### config.mk
export PLATFORM = sky130hd
export DESIGN_NAME = sd_spi_card_ctrl_flat
export DESIGN_NICKNAME = d
export VERILOG_FILES = /design/src/rtl/sd_spi_pkg.sv /design/src/rtl/sd_spi_card_ctrl_if.sv /design/src/rtl/sd_resp_serializer.sv /design/src/rtl/sd_spi_card_ctrl.sv /design/src/flat_wrapper.sv
export SDC_FILE = /design/constraint.sdc
export NUM_CORES = 1
export LEC_CHECK = 0
export CAP_MARGIN = 15
export CORE_ASPECT_RATIO = 2
export CORE_MARGIN = 2
export CORE_UTILIZATION = 45
export CTS_CLUSTER_DIAMETER = 200
export DETAILED_ROUTE_END_ITERATION = 10
export GPL_TIMING_DRIVEN = 0
export PLACE_DENSITY = 0.72
export SKIP_CTS_REPAIR_TIMING = 1
export SYNTH_ARGS = -nofsm -noshare
export SYNTH_HDL_FRONTEND = slang
export SYNTH_SLANG_ARGS = --single-unit
### constraint.sdc
create_clock -name clock -period 3.4 [get_ports clock]
set_input_delay 0.68 -clock clock [delete_from_list [all_inputs] [get_ports clock]]
set_output_delay 0.68 -clock clock [all_outputs]
set_load 0.01 [all_outputs]
### src/rtl/sd_spi_pkg.sv
// Shared definitions for the SD SPI-mode command controller: command indices,
// R1 flag positions, card states and response buffer types.
package sd_spi_pkg;

    localparam logic [5:0] CMD0  = 6'd0;
    localparam logic [5:0] CMD8  = 6'd8;
    localparam logic [5:0] CMD16 = 6'd16;
    localparam logic [5:0] CMD41 = 6'd41;
    localparam logic [5:0] CMD55 = 6'd55;
    localparam logic [5:0] CMD58 = 6'd58;

    localparam int R1_IDLE_BIT    = 0;
    localparam int R1_ILLEGAL_BIT = 2;
    localparam int R1_CRC_BIT     = 3;
    localparam int R1_PARAM_BIT   = 6;

    localparam logic [7:0] R1_F_NONE    = 8'h00;
    localparam logic [7:0] R1_F_ILLEGAL = 8'(1 << R1_ILLEGAL_BIT);
    localparam logic [7:0] R1_F_CRC     = 8'(1 << R1_CRC_BIT);
    localparam logic [7:0] R1_F_PARAM   = 8'(1 << R1_PARAM_BIT);

    // R3 and R7 are both one R1 byte followed by four payload bytes.
    localparam logic [2:0] RESP_LEN_R1   = 3'd1;
    localparam logic [2:0] RESP_LEN_LONG = 3'd5;
    localparam int         RESP_MAX_BYTES = 5;

    typedef enum logic [1:0] {
        S_PWRUP = 2'd0,
        S_IDLE  = 2'd1,
        S_READY = 2'd2
    } card_state_t;

    // Index 0 is the first byte on the wire.
    typedef logic [RESP_MAX_BYTES-1:0][7:0] resp_buf_t;

    function automatic logic [7:0] r1_byte(input logic idle, input logic [7:0] flags);
        return flags | (8'(idle) << R1_IDLE_BIT);
    endfunction

endpackage

### src/rtl/sd_spi_card_ctrl_if.sv
// Bus bundle between the SPI receiver/transmitter and the card controller.
// The controller uses the slave modport; the surrounding SPI logic uses master.
interface sd_spi_card_ctrl_if #(
    parameter int BLKLEN_W = 12
);
    logic                io_ArgumentReadFinished;
    logic                io_ReadSuccess;
    logic [5:0]          io_Command;
    logic [31:0]         io_CommandArgument;
    logic                io_RespReady;
    logic                io_RespValid;
    logic [7:0]          io_RespData;
    logic                io_RespLast;
    logic [BLKLEN_W-1:0] io_DataBlockSize;
    logic                io_CardIdle;
    logic                io_CardReady;
    logic                io_AppCmd;
    logic                io_Overrun;

    modport slave (
        input  io_ArgumentReadFinished, io_ReadSuccess, io_Command, io_CommandArgument,
        input  io_RespReady,
        output io_RespValid, io_RespData, io_RespLast, io_DataBlockSize,
        output io_CardIdle, io_CardReady, io_AppCmd, io_Overrun
    );

    modport master (
        output io_ArgumentReadFinished, io_ReadSuccess, io_Command, io_CommandArgument,
        output io_RespReady,
        input  io_RespValid, io_RespData, io_RespLast, io_DataBlockSize,
        input  io_CardIdle, io_CardReady, io_AppCmd, io_Overrun
    );
endinterface

### src/rtl/sd_resp_serializer.sv
// Five-byte load-parallel response buffer; shifts out one byte per valid&&ready
// handshake and flags the final byte.
module sd_resp_serializer
    import sd_spi_pkg::*;
(
    input  logic       clock,
    input  logic       reset,
    input  logic       load,
    input  resp_buf_t  load_bytes,
    input  logic [2:0] load_len,
    input  logic       ready,
    output logic       valid,
    output logic [7:0] data,
    output logic       last
);

    resp_buf_t  bytes_q, bytes_d;
    logic [2:0] cnt_q, cnt_d;

    assign valid = (cnt_q != 3'd0);
    assign last  = (cnt_q == 3'd1);
    assign data  = valid ? bytes_q[0] : 8'hFF;

    // A load always wins: the controller only loads once the old response is gone.
    always_comb begin
        bytes_d = bytes_q;
        cnt_d   = cnt_q;
        if (load) begin
            bytes_d = load_bytes;
            cnt_d   = load_len;
        end else if (valid && ready) begin
            bytes_d = {8'hFF, bytes_q[RESP_MAX_BYTES-1:1]};
            cnt_d   = cnt_q - 3'd1;
        end
    end

    always_ff @(posedge clock or posedge reset) begin
        if (reset) begin
            bytes_q <= '1;
            cnt_q   <= 3'd0;
        end else begin
            bytes_q <= bytes_d;
            cnt_q   <= cnt_d;
        end
    end

endmodule

### src/rtl/sd_spi_card_ctrl.sv
// SD SPI-mode command controller: card state machine, R1/R7 response build, block length.
// Optional SD_CMD58_OCR_EN: answer CMD58 with a five-byte R3 carrying the OCR.
module sd_spi_card_ctrl
    import sd_spi_pkg::*;
#(
    parameter int BLKLEN_W     = 12,
    parameter int DEF_BLKLEN   = 512,
    parameter int MAX_BLKLEN   = 2048,
    parameter int ACMD41_COUNT = 2
) (
    input logic               clock,
    input logic               reset,
    sd_spi_card_ctrl_if.slave bus
);

`ifdef SD_CMD58_OCR_EN
    localparam logic [31:0] OCR_BASE = 32'h00FF_8000;
`endif

    card_state_t         state_q, state_d;
    logic                app_cmd_q, app_cmd_d;
    logic [3:0]          acmd_cnt_q, acmd_cnt_d, acmd_cnt_inc;
    logic [BLKLEN_W-1:0] blklen_q, blklen_d;
    logic                overrun_q, overrun_d;
    logic                arf_prev_q;

    logic                evt, pending, accept, idle;
    logic [5:0]          cmd;
    logic [31:0]         arg;
    logic                load;
    resp_buf_t           load_bytes;
    logic [2:0]          load_len;
    logic                resp_valid, resp_last;
    logic [7:0]          resp_data;
`ifdef SD_CMD58_OCR_EN
    logic [31:0]         ocr;
`endif

    assign cmd = bus.io_Command;
    assign arg = bus.io_CommandArgument;

    // A response still owns the buffer unless its last byte leaves this very cycle.
    always_comb begin
        evt          = bus.io_ArgumentReadFinished && !arf_prev_q;
        pending      = resp_valid && !(bus.io_RespReady && resp_last);
        accept       = evt && !pending;
        idle         = (state_q == S_IDLE);
        acmd_cnt_inc = (acmd_cnt_q == 4'hF) ? acmd_cnt_q : acmd_cnt_q + 4'd1;

        state_d    = state_q;
        app_cmd_d  = app_cmd_q;
        acmd_cnt_d = acmd_cnt_q;
        blklen_d   = blklen_q;
        overrun_d  = evt && pending;
        load       = 1'b0;
        load_len   = RESP_LEN_R1;
        load_bytes = '1;
`ifdef SD_CMD58_OCR_EN
        ocr = OCR_BASE | {{2{state_q == S_READY}}, 30'd0};
`endif

        if (accept) begin
            if (!bus.io_ReadSuccess) begin
                if (state_q != S_PWRUP) begin
                    load          = 1'b1;
                    load_bytes[0] = r1_byte(idle, R1_F_CRC);
                    app_cmd_d     = 1'b0;
                end
            end else if (state_q != S_PWRUP || cmd == CMD0) begin
                load      = 1'b1;
                app_cmd_d = 1'b0;
                case (cmd)
                    CMD0: begin
                        state_d       = S_IDLE;
                        acmd_cnt_d    = 4'd0;
                        blklen_d      = BLKLEN_W'(DEF_BLKLEN);
                        load_bytes[0] = r1_byte(1'b1, R1_F_NONE);
                    end
                    CMD8: begin
                        load_len   = RESP_LEN_LONG;
                        load_bytes = {arg[7:0], {4'h0, arg[11:8]}, 8'h00, 8'h00,
                                      r1_byte(idle, R1_F_NONE)};
                    end
                    CMD16: begin
                        if (arg != 32'd0 && arg <= 32'(MAX_BLKLEN)) begin
                            blklen_d      = arg[BLKLEN_W-1:0];
                            load_bytes[0] = r1_byte(idle, R1_F_NONE);
                        end else begin
                            load_bytes[0] = r1_byte(idle, R1_F_PARAM);
                        end
                    end
                    CMD55: begin
                        app_cmd_d     = 1'b1;
                        load_bytes[0] = r1_byte(idle, R1_F_NONE);
                    end
                    CMD41: begin
                        if (!app_cmd_q) begin
                            load_bytes[0] = r1_byte(idle, R1_F_ILLEGAL);
                        end else if (state_q == S_IDLE) begin
                            acmd_cnt_d = acmd_cnt_inc;
                            if (acmd_cnt_inc >= 4'(ACMD41_COUNT)) begin
                                state_d       = S_READY;
                                load_bytes[0] = r1_byte(1'b0, R1_F_NONE);
                            end else begin
                                load_bytes[0] = r1_byte(1'b1, R1_F_NONE);
                            end
                        end else begin
                            load_bytes[0] = r1_byte(1'b0, R1_F_NONE);
                        end
                    end
`ifdef SD_CMD58_OCR_EN
                    CMD58: begin
                        load_len   = RESP_LEN_LONG;
                        load_bytes = {ocr[7:0], ocr[15:8], ocr[23:16], ocr[31:24],
                                      r1_byte(idle, R1_F_NONE)};
                    end
`else
                    CMD58: begin
                        load_bytes[0] = r1_byte(idle, R1_F_ILLEGAL);
                    end
`endif
                    default: begin
                        load_bytes[0] = r1_byte(idle, R1_F_ILLEGAL);
                    end
                endcase
            end
        end
    end

    always_ff @(posedge clock or posedge reset) begin
        if (reset) begin
            state_q    <= S_PWRUP;
            app_cmd_q  <= 1'b0;
            acmd_cnt_q <= 4'd0;
            blklen_q   <= BLKLEN_W'(DEF_BLKLEN);
            overrun_q  <= 1'b0;
            arf_prev_q <= 1'b0;
        end else begin
            state_q    <= state_d;
            app_cmd_q  <= app_cmd_d;
            acmd_cnt_q <= acmd_cnt_d;
            blklen_q   <= blklen_d;
            overrun_q  <= overrun_d;
            arf_prev_q <= bus.io_ArgumentReadFinished;
        end
    end

    sd_resp_serializer u_ser (
        .clock      (clock),
        .reset      (reset),
        .load       (load),
        .load_bytes (load_bytes),
        .load_len   (load_len),
        .ready      (bus.io_RespReady),
        .valid      (resp_valid),
        .data       (resp_data),
        .last       (resp_last)
    );

    assign bus.io_RespValid     = resp_valid;
    assign bus.io_RespData      = resp_data;
    assign bus.io_RespLast      = resp_last;
    assign bus.io_DataBlockSize = blklen_q;
    assign bus.io_CardIdle      = (state_q == S_IDLE);
    assign bus.io_CardReady     = (state_q == S_READY);
    assign bus.io_AppCmd        = app_cmd_q;
    assign bus.io_Overrun       = overrun_q;

endmodule

### src/flat_wrapper.sv
// flat-port wrapper written by rule: the top's interface ports become plain ports
module sd_spi_card_ctrl_flat import sd_spi_pkg::*;
#(
    parameter int BLKLEN_W     = 12,
    parameter int DEF_BLKLEN   = 512,
    parameter int MAX_BLKLEN   = 2048,
    parameter int ACMD41_COUNT = 2
)
  (clock, reset, bus_io_ArgumentReadFinished, bus_io_ReadSuccess, bus_io_Command, bus_io_CommandArgument, bus_io_RespReady, bus_io_RespValid, bus_io_RespData, bus_io_RespLast, bus_io_DataBlockSize, bus_io_CardIdle, bus_io_CardReady, bus_io_AppCmd, bus_io_Overrun);
  sd_spi_card_ctrl_if #(.BLKLEN_W(BLKLEN_W)) bus_i ();
  input logic clock;
  input logic reset;
  input wire logic [$bits(bus_i.io_ArgumentReadFinished)-1:0] bus_io_ArgumentReadFinished;
  input wire logic [$bits(bus_i.io_ReadSuccess)-1:0] bus_io_ReadSuccess;
  input wire logic [$bits(bus_i.io_Command)-1:0] bus_io_Command;
  input wire logic [$bits(bus_i.io_CommandArgument)-1:0] bus_io_CommandArgument;
  input wire logic [$bits(bus_i.io_RespReady)-1:0] bus_io_RespReady;
  output wire logic [$bits(bus_i.io_RespValid)-1:0] bus_io_RespValid;
  output wire logic [$bits(bus_i.io_RespData)-1:0] bus_io_RespData;
  output wire logic [$bits(bus_i.io_RespLast)-1:0] bus_io_RespLast;
  output wire logic [$bits(bus_i.io_DataBlockSize)-1:0] bus_io_DataBlockSize;
  output wire logic [$bits(bus_i.io_CardIdle)-1:0] bus_io_CardIdle;
  output wire logic [$bits(bus_i.io_CardReady)-1:0] bus_io_CardReady;
  output wire logic [$bits(bus_i.io_AppCmd)-1:0] bus_io_AppCmd;
  output wire logic [$bits(bus_i.io_Overrun)-1:0] bus_io_Overrun;
  assign bus_i.io_ArgumentReadFinished = bus_io_ArgumentReadFinished;
  assign bus_i.io_ReadSuccess = bus_io_ReadSuccess;
  assign bus_i.io_Command = bus_io_Command;
  assign bus_i.io_CommandArgument = bus_io_CommandArgument;
  assign bus_i.io_RespReady = bus_io_RespReady;
  assign bus_io_RespValid = bus_i.io_RespValid;
  assign bus_io_RespData = bus_i.io_RespData;
  assign bus_io_RespLast = bus_i.io_RespLast;
  assign bus_io_DataBlockSize = bus_i.io_DataBlockSize;
  assign bus_io_CardIdle = bus_i.io_CardIdle;
  assign bus_io_CardReady = bus_i.io_CardReady;
  assign bus_io_AppCmd = bus_i.io_AppCmd;
  assign bus_io_Overrun = bus_i.io_Overrun;
  sd_spi_card_ctrl #(.BLKLEN_W(BLKLEN_W), .DEF_BLKLEN(DEF_BLKLEN), .MAX_BLKLEN(MAX_BLKLEN), .ACMD41_COUNT(ACMD41_COUNT)) u_core (.clock(clock), .reset(reset), .bus(bus_i));
endmodule
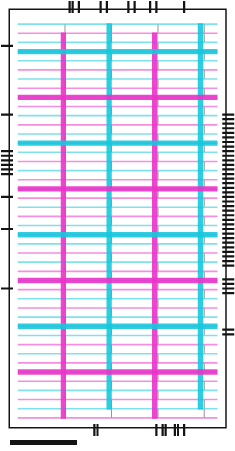
Run 1: supply network
The bar under the picture is 20 um long. Pins as bars on the die edge. Tap cells in grey.
VDD: shown in cyan. VSS: shown in magenta.
4 straps on met4. 8 straps on met5. The core has 43 rows. 44 met1 rails follow the rows.
area inside the core boundary: 6940 um^2
die span in x: 63.9 um
die height: 124 um

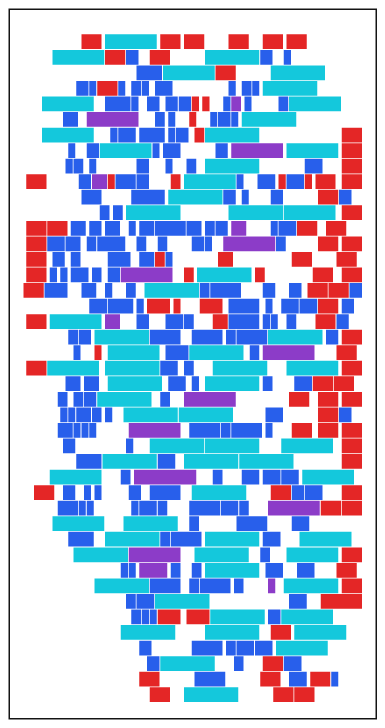
Run 1: placed cells, one colour a class
registers: shown in cyan, cells 64, share of their area 39%. remaining buffers and delay cells: shown in red, cells 88, share of their area 19%. clock drivers and dummy loads: shown in purple, cells 16, share of their area 7.1%. remaining logic cells: shown in blue, cells 211, share of their area 35%.
Core Util, Final: 62.6%
post-layout instance area: 4350 um^2
number of rows in the core area: 43
sequential cell area share: 38.0%

==> Implementation_results.wiki, run 1 <==
== Metrics ==
{| class="wikitable"
! Metric !! Value
|-
| Routing usage on met1 || 22.8%
|-
| Congestion Overflow GR || 0
|-
| Maximum vdd ir drop || 386 uV
|-
| Input/output buffers || 68
|-
| Max cap viols || 0
|-
| Final worst slack || 476 ps
|-
| Number of instances in the synthesized netlist || 294
|-
| Drt first pass iters || 4
|-
| TritonCTS clock tree || built
|-
| Final sum of negative setup slack || 0 ps
|-
| Final Hold Vio Count || 0
|-
| Most flops, register || u_core.u_ser.bytes_q
|-
| R2R cell count || 8
|-
| Clock-pin slew on the worst setup and hold paths || 60 ps
|-
| Crit share post-route || 86.0%
|-
| Fin crit period || 2920 ps
|-
| Number of nets produced by synthesis || 342
|-
| Antenna violations before repair || 0
|-
| First-pass GRT wire length || 13.4 mm
|-
| Top Ports || 69
|-
| Leakage power || 1.68 nW
|-
| Vias in the first global route || 2705
|-
| Cell total in the yosys stat output || 294
|-
| Gr busiest metal || met2
|-
| # setup viols final || 0
|-
| Syn Std Cell Area || 3230 um^2
|-
| Top delay family on crit path || AND-OR/OR-AND gates
|-
| Chip footprint || 7920 um^2
|-
| Highest achievable clock rate || 342 MHz
|-
| Reg-to-reg endpoint || u_core.u_ser.bytes_q[9]
|-
| Area reported by Yosys stat || 3230 um^2
|-
| Estimated wirelength of the detail-placed design || 6.15 mm
|-
| #FFs+latches synth || 64
|-
| Post-Synth XOR/XNOR Area || 0.542%
|-
| Synthesized-area fraction occupied by and/or/nand/nor cells || 15.7%
|-
| Commonest cells in the synthesized netlist || dfstp_2, a21oi_1, nand2_1, dfrtp_1
|-
| Most used DFF post-synth || dfstp_2
|-
| Cells along the critical path || clkdlybuf4s50_1 -> nor4_1 -> a31oi_1 -> o2111ai_1 -> a21o_1 -> clkbuf_1 -> a22o_1
|-
| Number of clock buffers inserted by TritonCTS || 9
|-
| Starting utilization of the core area || 46.6%
|-
| Crit path required time || 3670 ps
|-
| Crit start category || input pin
|-
| N_diodes || 0
|-
| Largest area contributor in the netlist || dfstp_2
|-
| Origin of the worst min-delay path || u_core.bus.io_DataBlockSize[9]
|-
| Initial DRC count || 118
|-
| Routability-driven placement congestion ratio || 0.860
|-
| Fraction of final layout cells sized beyond drive strength 1 || 25.6%
|-
| Worst rel slew slack || 55.9%
|-
| Count of unique library cells instantiated by Yosys || 54
|-
| Final total power || 3.05 mW
|-
| Maximum number of buffers from clock root to sink || 2
|-
| Remaining routing DRC violations || 0
|-
| Arrival time reported for the critical path endpoint || 3200 ps
|-
| Number of flops mapped to enable cells by yosys || 0
|-
| Worst path buffer plus inverter count || 2
|-
| Count of final max-slew check failures || 0
|-
| Placement-stage worst setup slack || 123 ps
|-
| Total number of nets in the final design || 422
|-
| Routed wire length per instance || 17.6 um
|-
| Synth Warn # || 0
|-
| Crit path max-delay cell type || nor4_1
|-
| Ys async rst share || 100%
|-
| Status || completed
|-
| Total instance count after detailed placement || 453
|-
| CP Capture Type || register
|-
| Latency at later pin || 330 ps
|-
| Type of the most critical hold path || reg -> reg
|-
| Register area share after synthesis || 51.1%
|-
| Type of the setup path with the least slack || in -> reg
|-
| Delay of the slowest cell on the worst path || 620 ps
|-
| Worst-Margin Slew || 655 ps
|-
| Worst hold path endpoint || u_core.bus.io_DataBlockSize[9]
|}
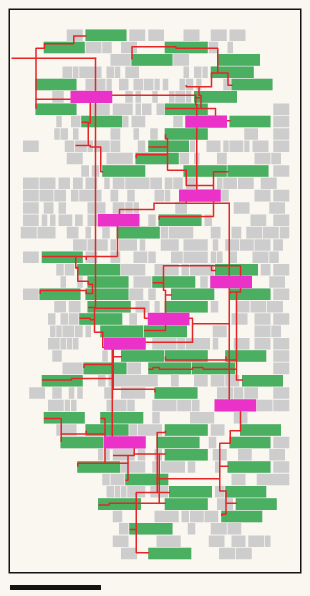
Run 1: clock network drawn from the DEF
The bar under the picture is 20 um long.
flip-flops: shown in green, count 64. clock wires: shown in red, length 883 um. clock-net drivers: shown in magenta, count 9.
Position of the flops: spread over the die. There are 10 routed clock nets.

==> run 1: layout make-up <==
cell class                      count  area [um^2]
Fill cell                         558         2590
Sequential cell                    64         1650
Multi-Input combinational cell    204         1440
Timing Repair Buffer               69          701
Clock buffer                       11          243
Buffer                             19          115
Tap cell                           90          113
Clock inverter                      5         57.6
Inverter                            7         26.3
==> run 1: layout by cell type (no fill, tap or decap), types with 2 or more instances in the layout <==
master and n:
a22o_1 12, clkdlybuf4s50_1 68, ha_1 5, a21oi_1 33, inv_1 6, clkinvlp_4 3, or4_4 2, nor4_1 9
or3_1 2, dfstp_2 41, o2bb2ai_1 6, o22a_1 8, nor2b_1 2, a21o_1 2, buf_6 4, nor2_1 14
xnor2_1 2, nand2b_1 13, a2bb2oi_2 3, buf_2 5, a31oi_1 6, buf_4 2, nand2_1 31, clkbuf_1 8
a21oi_2 2, nand3_1 2, nand3b_1 3, o2bb2ai_2 14, nor3_1 3, clkbuf_16 9, o21ai_0 6, dfrtp_1 23
==> run 1: worst max-delay path by stage <==
stage,startpoint,cells after the start,end
final,bus_io_CommandArgument[1],7,u_core.bus.io_DataBlockSize[5]
after global routing,u_core.u_ser.cnt_q[0],6,bus_io_RespData[3]
after CTS,bus_io_CommandArgument[7],7,u_core.bus.io_DataBlockSize[5]
after detailed placement,bus_io_CommandArgument[7],7,u_core.bus.io_DataBlockSize[5]
after global placement,reset,2,u_core.arf_prev_q
after floorplan,bus_io_Command[5],6,u_core.u_ser.bytes_q[10]
==> run 1: report_power, final <==
group          switching [mW]  internal (mW)
sequential              0.140           1.09
combinational           0.422          0.470
clock                   0.339          0.586
==> run 1: metal layers <==
layer | part of all wire [%] | vias to the layer above
met5 | 0 | -
li1 | - | 1238
met4 | 1.7 | 0
met3 | 4.7 | 10
met2 | 57 | 79
met1 | 37 | 1249
==> run 1 -> run 2 <==
--- a/config.mk
+++ b/config.mk
@@ -5,6 +5,7 @@
 export SDC_FILE = /design/constraint.sdc
 export NUM_CORES = 1
 export LEC_CHECK = 0
+export ABC_AREA = 1
 export CAP_MARGIN = 15
 export CORE_ASPECT_RATIO = 2
 export CORE_MARGIN = 2
==> run 2 against run 1 <==
Compared with the run above: fmax is 6.4% higher; global-route usage down 1.2 points; synthesized cell count increased by 43%; first-iteration DRC count up 74%; power up 7.4%; register-to-register slack better by 520 ps; die area rose by 3.1%; largest cell class unchanged.
==> Implementation_results.wiki, run 2 <==
== Metrics ==
{| class="wikitable"
! Metric !! Value
|-
| Final Hold Vio Count || 0 (unchanged)
|-
| Type of the most critical hold path || reg -> reg (unchanged)
|-
| Post-Synth XOR/XNOR Area || 0.262% (was 0.542%)
|-
| Top delay family on crit path || buffers and inverters (was AND-OR/OR-AND gates)
|-
| Crit share post-route || 80.9% (was 86.0%)
|-
| Power per unit of standard cell area || 731 nW/um^2 (was 701 nW/um^2)
|-
| Clock-pin slew on the worst setup and hold paths || 60 ps (about the same)
|-
| Count of antenna-violating nets left after detailed routing || 0 (unchanged)
|-
| Count of H-tree levels built during CTS || 3 (unchanged)
|-
| Top comb family, area || simple AND/OR/NAND/NOR gates (was AND-OR/OR-AND gates)
|-
| Layout Area Growth over Synthesis || 34.1% (was 34.4%)
|-
| Remaining routing DRC violations || 0 (unchanged)
|-
| Root buffer cell || clkbuf_16 (unchanged)
|-
| Register area share after synthesis || 49.5% (was 51.1%)
|-
| Most used DFF post-synth || dfstp_2 (unchanged)
|-
| Routed wire length per instance || 13.5 um (was 17.6 um)
|-
| Input/output buffers || 68 (unchanged)
|-
| Crit path required time || 2720 ps (was 3670 ps)
|-
| Top Ports || 69 (unchanged)
|-
| Fraction of final layout cells sized beyond drive strength 1 || 18.3% (was 25.6%)
|-
| Drt first pass iters || 4 (unchanged)
|-
| Number of fill cells || 637 (was 558)
|-
| Ys async rst share || 100% (unchanged)
|-
| Area reported by Yosys stat || 3340 um^2 (was 3230 um^2)
|-
| Main area contributors || dfstp_2, dfrtp_1, nand2_1 (was dfstp_2, dfrtp_1, o2bb2ai_2)
|-
| Global-route usage over all layers || 21.4% (was 22.6%)
|-
| Number of flops mapped to enable cells by yosys || 0 (unchanged)
|-
| CP Max Fanout || 10 (unchanged)
|-
| Number of vias after detailed routing || 2991 (was 2576)
|-
| N_diodes || 0 (unchanged)
|-
| Final sum of negative setup slack || 0 ps (unchanged)
|-
| Chip footprint || 8160 um^2 (was 7920 um^2)
|-
| Vias in the first global route || 3037 (was 2705)
|-
| Maximum vdd ir drop || 375 uV (was 386 uV)
|-
| CP Capture Type || output pin (was register)
|-
| Worst path buffer plus inverter count || 3 (was 2)
|-
| Number of nets produced by synthesis || 467 (was 342)
|-
| Most frequent standard cell in the layout excluding fill and tap cells || nand2_1 (was clkdlybuf4s50_1)
|-
| RSZ-0062 raised after global routing || false (unchanged)
|-
| Type of the setup path with the least slack || reg -> out (was in -> reg)
|-
| Number of stages on the worst setup path || 5 (was 7)
|-
| TritonCTS clock tree || built (unchanged)
|-
| Most flops, register || u_core.u_ser.bytes_q (unchanged)
|-
| Antenna violations before repair || 0 (unchanged)
|-
| Vias per cell || 5.02 (was 5.49)
|-
| R2R cell count || 12 (was 8)
|-
| Multi-input gate area in the final layout || 1390 um^2 (was 1440 um^2)
|-
| Area fraction in mux cells || 0% (was 0.310%)
|-
| Mean area per synthesized cell || 7.96 um^2 (was 11.0 um^2)
|-
| Estimated wirelength of the detail-placed design || 6.10 mm (was 6.15 mm)
|-
| Synth Warn # || 0 (unchanged)
|-
| Cell total in the yosys stat output || 419 (was 294)
|-
| Max cap viols || 0 (unchanged)
|-
| Hold path depth || 2 (unchanged)
|-
| Latency at later pin || 330 ps (about the same)
|-
| Syn Std Cell Area || 3340 um^2 (was 3230 um^2)
|-
| Commonest cells in the synthesized netlist || nand2_1, nor2_1, inv_1, dfstp_2, dfrtp_1 (was dfstp_2, a21oi_1, nand2_1, dfrtp_1)
|-
| Gr busiest metal || met2 (unchanged)
|-
| Count of final max-slew check failures || 0 (unchanged)
|-
| Number of rows in the core area || 44 (was 43)
|-
| First-pass GRT wire length || 13.6 mm (was 13.4 mm)
|-
| # setup viols final || 0 (unchanged)
|-
| Delay of the slowest cell on the worst path || 620 ps (about the same)
|-
| Cells along the critical path || inv_1 -> ha_1 -> nand2_2 -> clkbuf_1 -> clkdlybuf4s50_1 (was clkdlybuf4s50_1 -> nor4_1 -> a31oi_1 -> o2111ai_1 -> a21o_1 -> clkbuf_1 -> a22o_1)
|-
| Crit start category || register (was input pin)
|-
| Highest achievable clock rate || 364 MHz (was 342 MHz)
|-
| Pin count of the biggest net entering global routing || 41 (was 45)
|-
| Arrival time reported for the critical path endpoint || 2070 ps (was 3200 ps)
|-
| Total number of nets in the final design || 547 (was 422)
|-
| Post-synth top area share || 32.3% (was 33.3%)
|-
| Area fraction in compound gates || 9.75% (was 26.0%)
|-
| Fin crit period || 2750 ps (was 2920 ps)
|-
| Number of logged tool warnings || 29 (unchanged)
|-
| Area inside the core boundary || 7210 um^2 (was 6940 um^2)
|-
| Adder-cell share of the synthesized area || 1.87% (was 1.93%)
|-
| Die span in x || 64.9 um (was 63.9 um)
|-
| Maximum number of buffers from clock root to sink || 2 (unchanged)
|-
| Leakage power || 2.04 nW (was 1.68 nW)
|-
| #FFs+latches synth || 64 (unchanged)
|-
| Synthesized-area fraction occupied by and/or/nand/nor cells || 29.7% (was 15.7%)
|-
| Number of instances in the synthesized netlist || 419 (was 294)
|-
| Sequential cell area || 1650 um^2 (unchanged)
|-
| Core Util, Final || 62.1% (was 62.6%)
|-
| Worst-Margin Slew || 555 ps (was 655 ps)
|-
| GRT met2 Usage || 39.1% (was 43.6%)
|-
| Cell with the most instances after synthesis || nand2_1 (was dfstp_2)
|-
| Starting utilization of the core area || 46.3% (was 46.6%)
|-
| Met3 capacity usage during global routing || 3.75% (was 4.97%)
|-
| Largest area contributor in the netlist || dfstp_2 (unchanged)
|-
| Status || completed (unchanged)
|-
| Routability-driven placement congestion ratio || 0.846 (was 0.860)
|-
| Die height || 126 um (was 124 um)
|-
| Total Wirelength || 8.07 mm (was 8.26 mm)
|-
| Worst rel slew slack || 62.9% (was 55.9%)
|-
| Max reg flops || 40 (unchanged)
|-
| Initial DRC count || 205 (was 118)
|-
| Commonest non-fill, non-tap cells in the layout || nand2_1, nor2_1, clkdlybuf4s50_1, inv_1, dfstp_2 (was clkdlybuf4s50_1, dfstp_2, a21oi_1, nand2_1, dfrtp_1)
|-
| Routing usage on met1 || 23.3% (was 22.8%)
|-
| Crit path max-delay cell type || clkdlybuf4s50_1 (was nor4_1)
|-
| Congestion Overflow GR || 0 (unchanged)
|-
| Count of unique library cells instantiated by Yosys || 34 (was 54)
|}
## run 2: power breakdown
group	switching (mW)	leakage, nW	internal, mW
clock network	0.334	0.152	0.660
registers	0.126	0.738	1.12
logic	0.555	1.15	0.478
total	1.01	2.04	2.26
## run 2: cell type report
type	count	share of cell area, %
plain buffers	15	2.43
clock buffers	11	5.42
clock inverters	5	1.79
inverters	48	4.19
multi-input cells	292	31.0
flip-flops and latches	64	36.9
well taps	92	2.57
repair buffers	69	15.7
## run 2: final timing paths
check                      slack [ps]                           start                        endpoint
max                               650           u_core.u_ser.cnt_q[0]                bus_io_RespValid
min                               460  u_core.bus.io_DataBlockSize[9]  u_core.bus.io_DataBlockSize[9]
max reg2reg                      1400           u_core.u_ser.cnt_q[1]  u_core.bus.io_DataBlockSize[4]
min reg2reg                       460  u_core.bus.io_DataBlockSize[9]  u_core.bus.io_DataBlockSize[9]
max in group asynchronous        2000                           reset        u_core.u_ser.bytes_q[35]
min in group asynchronous         720                           reset               u_core.arf_prev_q
## run 2: kinds of logic (layout without fill, tap and decap cells)
group,after synthesis,count (layout)
flip-flops,64,64
buffers and inverters,63,148
XOR/XNOR,1,1
AND-OR/OR-AND,61,61
adder cells (fa/ha/maj),5,5
AND/OR/NAND/NOR,225,225
## run 2: layer usage
metal	share of wire, %	vias to the layer above
li1	-	1489
met1	39	1416
met2	56	70
met3	2.9	16
met4	2.3	0
met5	0	-
## run 2: metrics by stage
stage          setup WS, ps  instance area, um^2  hold slack, ps  power, mW  cells
2_1_floorplan          1190                 3340             448       1.87    419
5_1_grt                 517                 4480             482       3.47    596
6_report                651                 4480             464       3.27    596
4_1_cts                 600                 4480             467       3.30    596
3_5_place_dp            872                 4150             455       2.29    580
3_3_place_gp           81.6                 4130             455       2.25    579
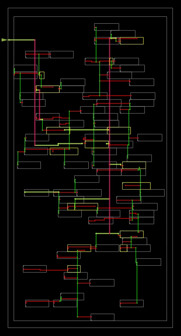
Run 2: clock wiring as the flow saved it
Max Clock Skew: 7.36 ps
number of clock buffers inserted by TritonCTS: 9
P_clk: 994 uW
sequential cell count: 64
clock sinks: 64

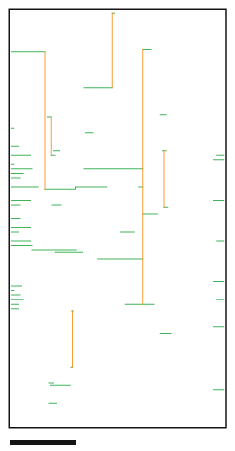
Run 2: routed metal, one colour a layer
The bar under the picture is 20 um long. Two of the layers only.
M3: shown in green, wire length 235 um. M4: shown in orange, wire length 186 um.

==> run 2 -> run 3 <==
==> constraint.sdc (replaced) <==
create_clock -name clock -period 2.65 [get_ports clock]
set_input_delay 0.53 -clock clock [delete_from_list [all_inputs] [get_ports clock]]
set_output_delay 0.53 -clock clock [all_outputs]
set_load 0.01 [all_outputs]
==> run 3 against run 2 <==
Compared with the run above: clock power rose by 29%; final area barely moved; sequential power rose by 29%; synthesized cell count did not move; critical endpoint is now bus_io_RespData[0]; sequential cell count did not move; highest routed layer unchanged; area after synthesis did not move.
==> Implementation_results.wiki, run 3 <==
== Metrics ==
{| class="wikitable"
! Metric !! Value
|-
| Status || completed (unchanged)
|-
| P_clk || 1.28 mW (was 994 uW)
|-
| Crit share post-route || 88.7%
|-
| Number of cells in the finished layout apart from fillers || 595 (was 596)
|-
| Global-route usage over all layers || 21.4% (unchanged)
|-
| Crit path max-delay cell type || clkdlybuf4s50_1 (unchanged)
|-
| Placed cell area || 4150 um^2 (unchanged)
|-
| Internal cell power || 2.89 mW (was 2.26 mW)
|-
| Net switching power of the design || 1.31 mW (was 1.01 mW)
|-
| Most frequent standard cell in the layout excluding fill and tap cells || nand2_1 (unchanged)
|-
| #FFs+latches synth || 64 (unchanged)
|-
| Root buffer cell || clkbuf_16 (unchanged)
|-
| Post-layout instance area || 4470 um^2 (was 4480 um^2)
|-
| Placement-stage worst setup slack || 272 ps (was 872 ps)
|-
| Highest achievable clock rate || 426 MHz
|-
| Type of the setup path with the least slack || reg -> out (unchanged)
|-
| Core Util, Final || 62.0% (was 62.1%)
|-
| Clock sinks || 64 (unchanged)
|-
| Antenna violations before repair || 0 (unchanged)
|-
| Power drawn by the combinational cells || 1.32 mW (was 1.03 mW)
|-
| Final worst slack || 300 ps (was 651 ps)
|-
| Starting utilization of the core area || 46.3% (unchanged)
|-
| Comb pwr share || 31.4% (was 31.6%)
|-
| Hold slack final || 465 ps (was 464 ps)
|-
| Most used DFF post-synth || dfstp_2 (unchanged)
|-
| Pin count of the biggest net entering global routing || 41 (unchanged)
|-
| Number of instances in the synthesized netlist || 419 (unchanged)
|-
| Input/output buffers || 68 (unchanged)
|-
| Synth Warn # || 0 (unchanged)
|-
| Final sum of negative setup slack || 0 ps (unchanged)
|-
| Number of rows in the core area || 44 (unchanged)
|-
| N_diodes || 0 (unchanged)
|-
| Routability-driven placement congestion ratio || 0.846 (unchanged)
|-
| Sequential share of power || 38.1% (was 38.0%)
|-
| Commonest cells in the synthesized netlist || nand2_1, nor2_1, inv_1, dfstp_2, dfrtp_1 (unchanged)
|-
| # setup viols final || 0 (unchanged)
|-
| Heaviest power group || sequential cells (unchanged)
|-
| Cells along the critical path || inv_1 -> ha_1 -> nand2_2 -> nand2_1 -> clkdlybuf4s50_1 (was inv_1 -> ha_1 -> nand2_2 -> clkbuf_1 -> clkdlybuf4s50_1)
|-
| Latency at later pin || 330 ps (about the same)
|-
| Ys async rst share || 100% (unchanged)
|-
| Number of vias after detailed routing || 2991 (unchanged)
|-
| Largest area contributor in the netlist || dfstp_2 (unchanged)
|-
| Worst-Margin Slew || 558 ps (was 555 ps)
|-
| Drt first pass iters || 4 (unchanged)
|-
| Area reported by Yosys stat || 3340 um^2 (unchanged)
|-
| Fin crit period || 2350 ps
|-
| CP Capture Type || output pin (unchanged)
|-
| Initial DRC count || 180 (was 205)
|-
| Count of final max-slew check failures || 0 (unchanged)
|-
| Power per unit of standard cell area || 939 nW/um^2 (was 731 nW/um^2)
|-
| Chip footprint || 8160 um^2 (unchanged)
|-
| Most flops, register || u_core.u_ser.bytes_q (unchanged)
|-
| Share of total power in the clock network || 30.5% (was 30.4%)
|-
| Maximum number of buffers from clock root to sink || 2 (unchanged)
|-
| Sequential power || 1.60 mW (was 1.24 mW)
|-
| Syn Std Cell Area || 3340 um^2 (unchanged)
|-
| Number of flops mapped to enable cells by yosys || 0 (unchanged)
|-
| Fraction of final layout cells sized beyond drive strength 1 || 18.3% (about the same)
|-
| Clock-pin slew on the worst setup and hold paths || 60 ps (about the same)
|-
| Count of unique library cells instantiated by Yosys || 34 (unchanged)
|-
| Post-synth top area share || 32.3% (unchanged)
|-
| Register area share after synthesis || 49.5% (unchanged)
|-
| Total number of nets in the final design || 546 (was 547)
|-
| First-pass GRT wire length || 13.6 mm (unchanged)
|-
| CP Max Fanout || 12 (was 10)
|-
| Final total power || 4.20 mW (was 3.27 mW)
|-
| Total Wirelength || 8.09 mm (was 8.07 mm)
|-
| Switching part of the total power || 31.1% (was 31.0%)
|-
| Type of the most critical hold path || reg -> reg (unchanged)
|-
| Congestion Overflow GR || 0 (unchanged)
|-
| Worst path buffer plus inverter count || 2 (was 3)
|-
| Number of clock buffers inserted by TritonCTS || 9 (unchanged)
|-
| Top Ports || 69 (unchanged)
|-
| Count of antenna-violating nets left after detailed routing || 0 (unchanged)
|-
| Leakage power || 2.04 nW (about the same)
|-
| Delay of the slowest cell on the worst path || 530 ps (was 620 ps)
|-
| Number of nets produced by synthesis || 467 (unchanged)
|-
| Number of logged tool warnings || 29 (unchanged)
|-
| Cell with the most instances after synthesis || nand2_1 (unchanged)
|-
| Layout Area Growth over Synthesis || 34.0% (was 34.1%)
|-
| Main area contributors || dfstp_2, dfrtp_1, nand2_1 (unchanged)
|-
| Arrival time reported for the critical path endpoint || 1820 ps (was 2070 ps)
|-
| Worst rel slew slack || 62.7% (was 62.9%)
|-
| Commonest non-fill, non-tap cells in the layout || nand2_1, nor2_1, clkdlybuf4s50_1, inv_1, dfstp_2 (unchanged)
|-
| Vias in the first global route || 3037 (unchanged)
|-
| Max cap viols || 0 (unchanged)
|-
| Remaining routing DRC violations || 0 (unchanged)
|-
| Estimated wirelength of the detail-placed design || 6.10 mm (unchanged)
|-
| Count of H-tree levels built during CTS || 3 (unchanged)
|-
| Top delay family on crit path || buffers and inverters (unchanged)
|-
| Max reg flops || 40 (unchanged)
|-
| Mean area per synthesized cell || 7.96 um^2 (unchanged)
|-
| Number of fill cells || 635 (was 637)
|-
| Crit path required time || 2120 ps (was 2720 ps)
|-
| Crit start category || register (unchanged)
|-
| Max Clock Skew || 7.15 ps (was 7.36 ps)
|-
| Total instance count after detailed placement || 580 (unchanged)
|-
| Cell total in the yosys stat output || 419 (unchanged)
|-
| TritonCTS clock tree || built (unchanged)
|-
| Routed wire length per instance || 13.6 um (was 13.5 um)
|-
| RSZ-0062 raised after global routing || false (unchanged)
|-
| Vias per cell || 5.03 (was 5.02)
|}
==> run 3: path summary, 6_finish.rpt <==
kind	slack, ps	cells after the start	start	endpoint
max	300	5	u_core.u_ser.cnt_q[0]	bus_io_RespData[0]
min	460	2	u_core.bus.io_DataBlockSize[9]	u_core.bus.io_DataBlockSize[9]
max reg2reg	590	10	u_core.u_ser.cnt_q[0]	u_core.bus.io_DataBlockSize[4]
min reg2reg	460	2	u_core.bus.io_DataBlockSize[9]	u_core.bus.io_DataBlockSize[9]
max in group asynchronous	1400	3	reset	u_core.u_ser.bytes_q[35]
min in group asynchronous	570	2	reset	u_core.arf_prev_q
==> run 3: kinds of logic (layout without fill, tap and decap cells) <==
| group | after synthesis | count (layout) | synth area share, % |
|---|---|---|---|
| compound gates | 61 | 61 | 9.75 |
| xor+xnor | 1 | 1 | 0.263 |
| fa+ha+maj | 5 | 5 | 1.87 |
| buf+inv | 63 | 147 | 8.89 |
| flops | 64 | 64 | 49.5 |
| simple gates | 225 | 225 | 29.7 |
==> run 3: metal layers <==
metal	up-vias	routed length [um]	global-route usage, %
met5	-	0	0
li1	1488	-	-
met1	1415	3140	23.3
met4	0	208	9.51
met3	19	235	3.75
met2	69	4510	39.1
==> run 3: cell type report <==
| class | instances | area [um^2] | share of cell area [%] |
|---|---|---|---|
| buffer | 14 | 105 | 2.35 |
| clock buffer | 11 | 243 | 5.43 |
| clock inverter | 5 | 80.1 | 1.79 |
| inverter | 48 | 188 | 4.20 |
| multi-input combinational | 292 | 1390 | 31.0 |
| sequential | 64 | 1650 | 37.0 |
| tap | 92 | 115 | 2.57 |
| timing repair buffer | 69 | 701 | 15.7 |
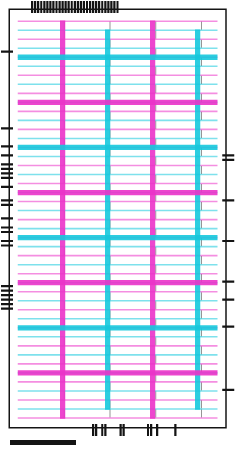
Run 3: supply network
The bar under the picture is 20 um long. Pins as bars on the die edge. Tap cells in grey.
maximum vdd ir drop: 486 uV
die span in x: 64.9 um
area inside the core boundary: 7210 um^2
die height: 126 um

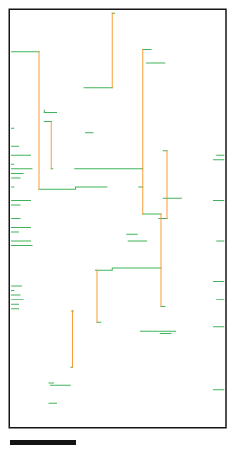
Run 3: routed metal, one colour a layer
The bar under the picture is 20 um long. Two of the layers only.
M4: shown in orange, wire length 209 um. M3: shown in green, wire length 235 um.

Power figures rest on the tool's default switching activity, not on a simulated workload.
